[src/rtl/fetch_stage.sv]
// IF stage: issues instruction-memory requests at the current PC and fills the IF/ID register.
// A one-entry skid buffer absorbs a fetch that completes while ID is stalled on a load-use hazard.
module fetch_stage #(
   parameter logic [31:0] NOP_INSTR = 32'h0000_0000,
   parameter int          MAX_WAIT  = 15
) (
   input  logic        clk,
   input  logic        rst,
   input  logic [31:0] pc,
   input  logic [31:0] pc_4,
   output logic        pc_en,
   input  logic        load_use,
   input  logic        jp_success,
   output logic        imem_req,
   output logic [31:0] imem_addr,
   input  logic        imem_ack,
   input  logic [31:0] imem_rdata,
   output logic        id_valid,
   output logic [31:0] id_instr,
   output logic [31:0] id_pc,
   output logic [31:0] id_pc_4,
   output logic        fetch_err
);

   localparam logic [1:0] S_IDLE  = 2'd0;
   localparam logic [1:0] S_FETCH = 2'd1;
   localparam logic [1:0] S_STALL = 2'd2;

   localparam int            WW   = (MAX_WAIT < 1) ? 1 : $clog2(MAX_WAIT + 1);
   localparam logic [WW-1:0] WMAX = WW'(MAX_WAIT);

   logic [1:0]    state_q, state_d;
   logic          id_valid_q, id_valid_d;
   logic [31:0]   id_instr_q, id_instr_d;
   logic [31:0]   id_pc_q, id_pc_d;
   logic [31:0]   id_pc_4_q, id_pc_4_d;
   logic          skid_vld_q, skid_vld_d;
   logic [31:0]   skid_instr_q, skid_instr_d;
   logic [31:0]   skid_pc_q, skid_pc_d;
   logic [31:0]   skid_pc_4_q, skid_pc_4_d;
   logic [WW-1:0] wcnt_q, wcnt_d;
   logic          err_q, err_d;

   // rst gates the handshake outputs so nothing leaks out while reset is held
   assign imem_req  = (state_q == S_FETCH) && !jp_success && !rst;
   assign imem_addr = pc;
   assign pc_en     = !rst && !jp_success &&
                      (((state_q == S_FETCH) && imem_ack && !load_use) ||
                       ((state_q == S_STALL) && !load_use));

   always_comb begin
      state_d      = state_q;
      id_valid_d   = id_valid_q;
      id_instr_d   = id_instr_q;
      id_pc_d      = id_pc_q;
      id_pc_4_d    = id_pc_4_q;
      skid_vld_d   = skid_vld_q;
      skid_instr_d = skid_instr_q;
      skid_pc_d    = skid_pc_q;
      skid_pc_4_d  = skid_pc_4_q;
      wcnt_d       = '0;

      if (jp_success) begin
         state_d    = S_FETCH;
         id_valid_d = 1'b0;
         id_instr_d = NOP_INSTR;
         skid_vld_d = 1'b0;
      end else begin
         case (state_q)
            S_IDLE: state_d = S_FETCH;
            S_FETCH: begin
               if (imem_ack && !load_use) begin
                  id_valid_d = 1'b1;
                  id_instr_d = imem_rdata;
                  id_pc_d    = pc;
                  id_pc_4_d  = pc_4;
               end else if (imem_ack) begin
                  skid_vld_d   = 1'b1;
                  skid_instr_d = imem_rdata;
                  skid_pc_d    = pc;
                  skid_pc_4_d  = pc_4;
                  state_d      = S_STALL;
               end else if (!load_use) begin
                  id_valid_d = 1'b0;
                  id_instr_d = NOP_INSTR;
               end
               if (!imem_ack)
                  wcnt_d = (wcnt_q == WMAX) ? WMAX : wcnt_q + WW'(1);
            end
            S_STALL: begin
               if (!load_use) begin
                  id_valid_d = skid_vld_q;
                  id_instr_d = skid_instr_q;
                  id_pc_d    = skid_pc_q;
                  id_pc_4_d  = skid_pc_4_q;
                  skid_vld_d = 1'b0;
                  state_d    = S_FETCH;
               end
            end
            default: state_d = S_IDLE;
         endcase
      end

      err_d = err_q || (wcnt_d == WMAX);
   end

   always_ff @(posedge clk) begin
      if (rst) begin
         state_q      <= S_IDLE;
         id_valid_q   <= 1'b0;
         id_instr_q   <= NOP_INSTR;
         id_pc_q      <= '0;
         id_pc_4_q    <= '0;
         skid_vld_q   <= 1'b0;
         skid_instr_q <= NOP_INSTR;
         skid_pc_q    <= '0;
         skid_pc_4_q  <= '0;
         wcnt_q       <= '0;
         err_q        <= 1'b0;
      end else begin
         state_q      <= state_d;
         id_valid_q   <= id_valid_d;
         id_instr_q   <= id_instr_d;
         id_pc_q      <= id_pc_d;
         id_pc_4_q    <= id_pc_4_d;
         skid_vld_q   <= skid_vld_d;
         skid_instr_q <= skid_instr_d;
         skid_pc_q    <= skid_pc_d;
         skid_pc_4_q  <= skid_pc_4_d;
         wcnt_q       <= wcnt_d;
         err_q        <= err_d;
      end
   end

   assign id_valid  = id_valid_q;
   assign id_instr  = id_instr_q;
   assign id_pc     = id_pc_q;
   assign id_pc_4   = id_pc_4_q;
   assign fetch_err = err_q;

endmodule

[config.mk]
export PLATFORM = sky130hd
export DESIGN_NAME = fetch_stage
export DESIGN_NICKNAME = d
export VERILOG_FILES = /design/src/rtl/fetch_stage.sv
export SDC_FILE = /design/constraint.sdc
export NUM_CORES = 1
export LEC_CHECK = 0
export CELL_PAD_IN_SITES_DETAIL_PLACEMENT = 2
export CELL_PAD_IN_SITES_GLOBAL_PLACEMENT = 2
export CORE_UTILIZATION = 30
export CTS_CLUSTER_DIAMETER = 60
export DETAILED_ROUTE_END_ITERATION = 7
export GPL_TIMING_DRIVEN = 0
export PLACE_DENSITY = 0.87
export RECOVER_POWER = 100
export REMOVE_ABC_BUFFERS = 1
export SLEW_MARGIN = 20
export SYNTH_ARGS = -nofsm -noshare
export SYNTH_HDL_FRONTEND = slang
export SYNTH_SLANG_ARGS = --single-unit
[constraint.sdc]
create_clock -name clk -period 4.7 [get_ports clk]
set_input_delay 0.94 -clock clk [delete_from_list [all_inputs] [get_ports clk]]
set_output_delay 0.94 -clock clk [all_outputs]
set_load 0.02 [all_outputs]
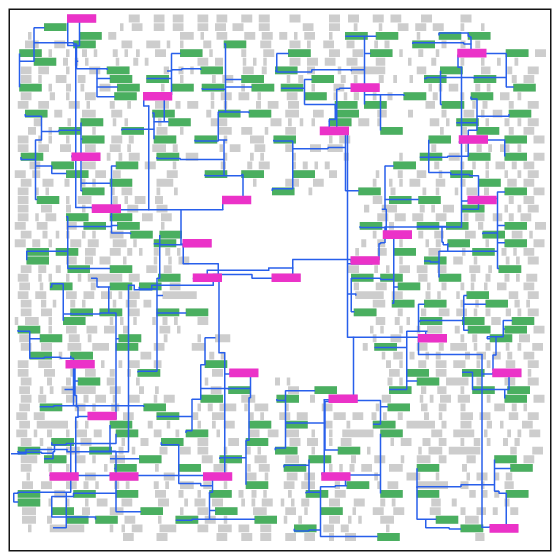
*Clock distribution, run 1*
clock wires -> blue  # length 3,080 um
flip-flops -> green  # count 201
cells driving clock nets -> magenta  # count 26
flops lie = spread over the die

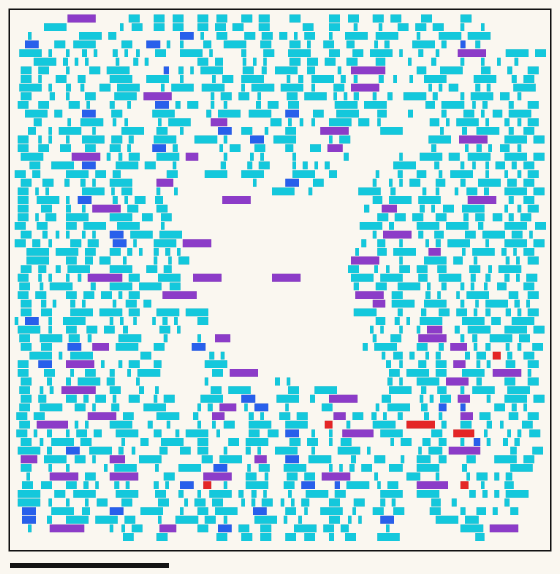
*Drive-strength map, run 1*
The bar under the picture is 50 um long.
drive 3 to 4 -> red  # cells 6, most used clkinvlp_4
drive 1 or less -> cyan  # cells 1,033, most used dfxtp_1
drive 6 and up -> purple  # cells 58, most used clkbuf_16
drive 2 -> blue  # cells 38, most used a211oi_2

==> metrics.cfg, run 1 <==
[floorplan]
die_height_um = 170

[min_path]
worst_hold_depth = 2
min_to = skid_pc_q[29]

[detailed_routing]
routed_via_density = 4.97
drt_wl_total_um = 28900
remaining_routing_drc_violations = 0

[synth]
adder_share_pct = 0.887
netlist_top_cells_count = sky130_fd_sc_hd__dfxtp_1, sky130_fd_sc_hd__nand2_1, sky130_fd_sc_hd__a21oi_1, sky130_fd_sc_hd__nor2_1, sky130_fd_sc_hd__mux2i_1
syn-cell-area_um2 = 8460
synth-area-yosys_um2 = 8460
synth-compound-area-share_pct = 19.2

[power]
report.power.total_mw = 4.57
irDropWorstVdd_v = 0.000231

[cells_and_area]
area_delta_synth_final_pct = 39.3
drive_above_1_share_pct = 8.99

[setup_path]
count_of_buffer_and_inverter_cells_on_the_critical_path = 5
regToRegEndpoint = id_pc_4[9]
cp_slowest_stage_delay_ns = 0.70
worstSetupPathDepth = 8
critical_path_required_ns = 5.12

[status]
run_status = finished clean

[global_routing]
grt_pass1_vias = 8328

[cts]
clock_transition_at_the_registers_of_the_reported_paths_ns = 0.06
hold_buffers = 0
postCtsSetupRepairBufs = 0

[flow_run]
maxCapViolCount = 0

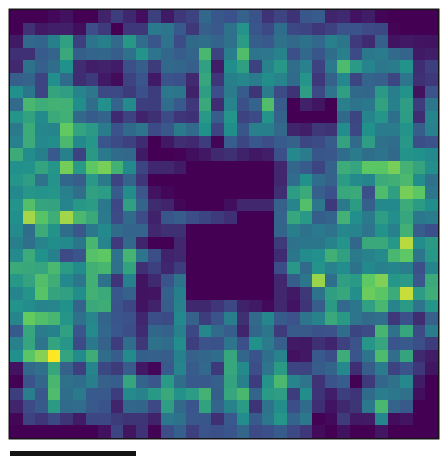
*Signal metal coverage by tile, run 1*
The bar under the picture is 50 um long. 34 x 34 tiles, from dark purple (low) to yellow (high), scaled to the fullest tile. Values are wire area over tile area, all layers added.
nearly empty tiles = 11%
fullest tile = 0.51
emptiest ninth of the die = centre

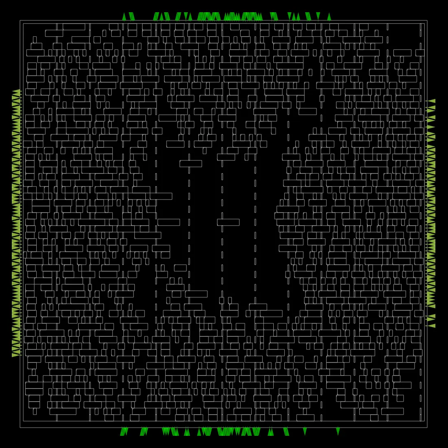
*Cell placement, run 1*
fin util: 42.4%
number of well taps: 378
number of fillers in the final layout: 3,014
sequential cells: 201

-- run 1: layout make-up --
type                            count  area [um^2]
Fill cell                        3014        16000
Sequential cell                   201         4020
Multi-Input combinational cell    624         3650
Timing Repair Buffer              257         2670
Clock buffer                       36          759
Tap cell                          378          473
Clock inverter                     12          195
Inverter                            5         18.8
-- run 1: state kept, by name (all words and copies together) (netlist names) --
| register | count |
|---|---|
| id_instr | 32 |
| id_pc | 32 |
| id_pc_4 | 32 |
| skid_instr_q | 32 |
| skid_pc_4_q | 32 |
| skid_pc_q | 32 |
| wcnt_q | 4 |
| state_q | 2 |
| fetch_err | 1 |
| id_valid | 1 |
| skid_vld_q | 1 |
-- run 1: power by group through the flow --
stage | logic, mW | registers [mW] | clock network [mW]
after floorplan | 0.227 | 1.88 | 0
after global placement | 0.610 | 1.83 | 0
after detailed placement | 0.631 | 1.83 | 0
after CTS | 0.641 | 1.80 | 2.24
after global routing | 0.648 | 1.80 | 2.30
final | 0.595 | 1.79 | 2.19
-- run 1: worst register-to-register path, delay by kind of cell (launching register included) --
| family | cells | cell delay (ns) |
|---|---|---|
| buffers and inverters | 5 | 1.98 |
| AND/OR/NAND/NOR | 2 | 0.66 |
| adder cells (fa/ha/maj) | 1 | 0.47 |
| flip-flops | 1 | 0.35 |
| AND-OR/OR-AND | 1 | 0.24 |
| multiplexers | 1 | 0.17 |
-- run 1: metal layers --
metal | global-route usage, % | vias to the layer above | share of wire [%]
met5 | 0 | - | 0
met4 | 4.78 | 0 | 1.8
met3 | 6.21 | 35 | 7.6
met2 | 36.6 | 197 | 51
met1 | 21.6 | 3720 | 40
li1 | - | 3567 | -
### Metal 4, run 1

The bar under the picture is 50 um long. Supply wires on this layer in grey.
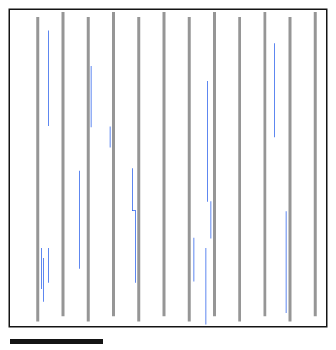

## Run 2: what changed since run 1
Settings changed: CORE_UTILIZATION 30 to 28, PLACE_DENSITY 0.87 to 0.82.
Clock period 4.7 ns to 4.1 ns, I/O delays scaled along.
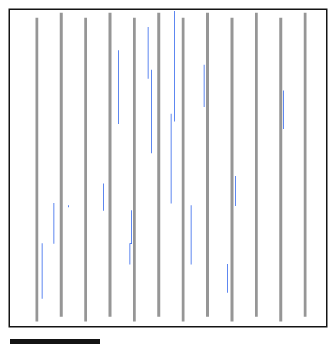
*Metal 4, run 2*
The bar under the picture is 50 um long. Supply wires on this layer in grey.
wire length on this layer = 435 um
main direction = vertical
longest straight run = 61.2 um
nets with wire on the layer = 7
share of all routed wire = 1.6%

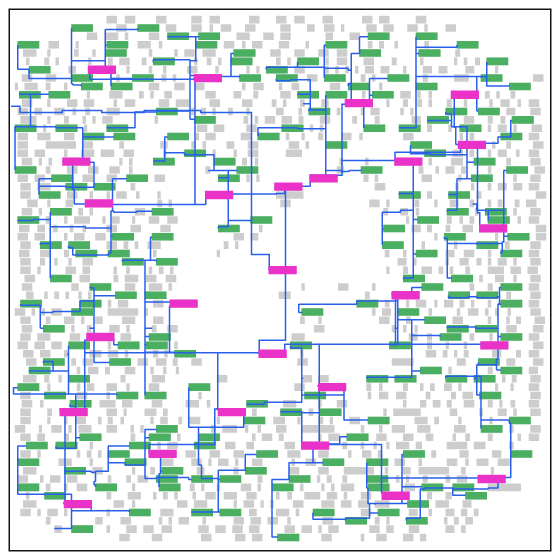
*Clock distribution, run 2*
cells driving clock nets -> magenta  # count 26
clock wires -> blue  # length 3,090 um
flip-flops -> green  # count 201
flops lie = spread over the die
routed clock nets = 27

==> metrics.cfg, run 2 <==
[setup_path]
critical_path_required_ns = 3.28  ; -1.84 ns
count_of_buffer_and_inverter_cells_on_the_critical_path = 4  ; -1
cp_slowest_stage_delay_ns = 0.67  ; -0.03 ns

[cts]
hold_buffers = 0  ; unchanged
clock_transition_at_the_registers_of_the_reported_paths_ns = 0.05  ; about the same
postCtsSetupRepairBufs = 0  ; unchanged
cts.sink_count = 201

[synth]
netlist_top_cells_count = sky130_fd_sc_hd__dfxtp_1, sky130_fd_sc_hd__nand2_1, sky130_fd_sc_hd__a21oi_1, sky130_fd_sc_hd__nor2_1, sky130_fd_sc_hd__mux2i_1
synthesis.yosys.warnings = 0
synth-area-yosys_um2 = 8460  ; unchanged
synth_top_area_share_pct = 47.5

[timing]
fin_skew_ns = 0.0165
grt_setup_unrepaired = no
timing.setup.tns_ns = 0

[cells_and_area]
drive_above_1_share_pct = 9.27  ; +0.28 points
layout.cells.most_common = sky130_fd_sc_hd__dfxtp_1
area_delta_synth_final_pct = 38.5
utilization_pct = 39.4  ; -3.0 points

[floorplan]
die_height_um = 176  ; +3.5%
die_area_um2 = 30900

[status]
run_status = finished clean

[flow_run]
maxCapViolCount = 0  ; unchanged

[power]
irDropWorstVdd_v = 0.000268  ; +16%
report.power.total_mw = 4.99  ; +9.2%

[global_routing]
grt_pass1_vias = 8270  ; -0.70%

[placement]
placed_area_um2 = 11000

[detailed_routing]
drt_wl_total_um = 27800  ; -3.7%
drtAntennaViolNets = 0
remaining_routing_drc_violations = 0  ; unchanged

==> run 2: cell counts after synthesis <==
Identical to the previous run, type by type.
==> run 2: routing by layer <==
| layer | vias to the layer above | share of wire, % | track usage, % |
|---|---|---|---|
| met4 | 2 | 1.6 | 3.88 |
| met5 | - | 0.040 | 0 |
| li1 | 3566 | - | - |
| met3 | 36 | 7.3 | 5.63 |
| met1 | 3743 | 42 | 20.9 |
| met2 | 184 | 50 | 31.7 |
==> run 2: final cells by class <==
type | count | area (um^2)
diodes | 1 | 2.50
clock buffers | 36 | 739
clock inverters | 10 | 109
fillers | 3202 | 18000
inverters | 5 | 18.8
multi-input cells | 624 | 3670
flip-flops and latches | 201 | 4020
well taps | 390 | 488
repair buffers | 257 | 2680
==> run 2: where the power goes <==
part           switching [mW]  internal, mW
Sequential             0.0343          2.02
Combinational           0.384         0.299
Clock                   0.874          1.38
==> run 2: path summary, 6_finish.rpt <==
path | startpoint | end | slack [ns] | depth (start not counted)
worst max-delay path | rst | pc_en | 0.26 | 6
worst min-delay path | skid_pc_4_q[20] | skid_pc_4_q[20] | 0.45 | 2
worst max register to register | state_q[0] | id_pc[18] | 0.43 | 11
worst min register to register | skid_pc_4_q[20] | skid_pc_4_q[20] | 0.45 | 2
==> run 2: cell families (layout without fill, tap and decap cells) <==
kind of cell             Yosys count  after routing  synth area share (%)
AND/OR/NAND/NOR                  343            343                  16.3
AND-OR/OR-AND                    208            208                  19.2
flip-flops                       201            201                  47.5
buffers and inverters            118            308                  8.09
multiplexers                      67             67                  7.92
adder cells (fa/ha/maj)            6              6                 0.887
other                              0              1                     0
Power figures rest on the tool's default switching activity, not on a simulated workload.
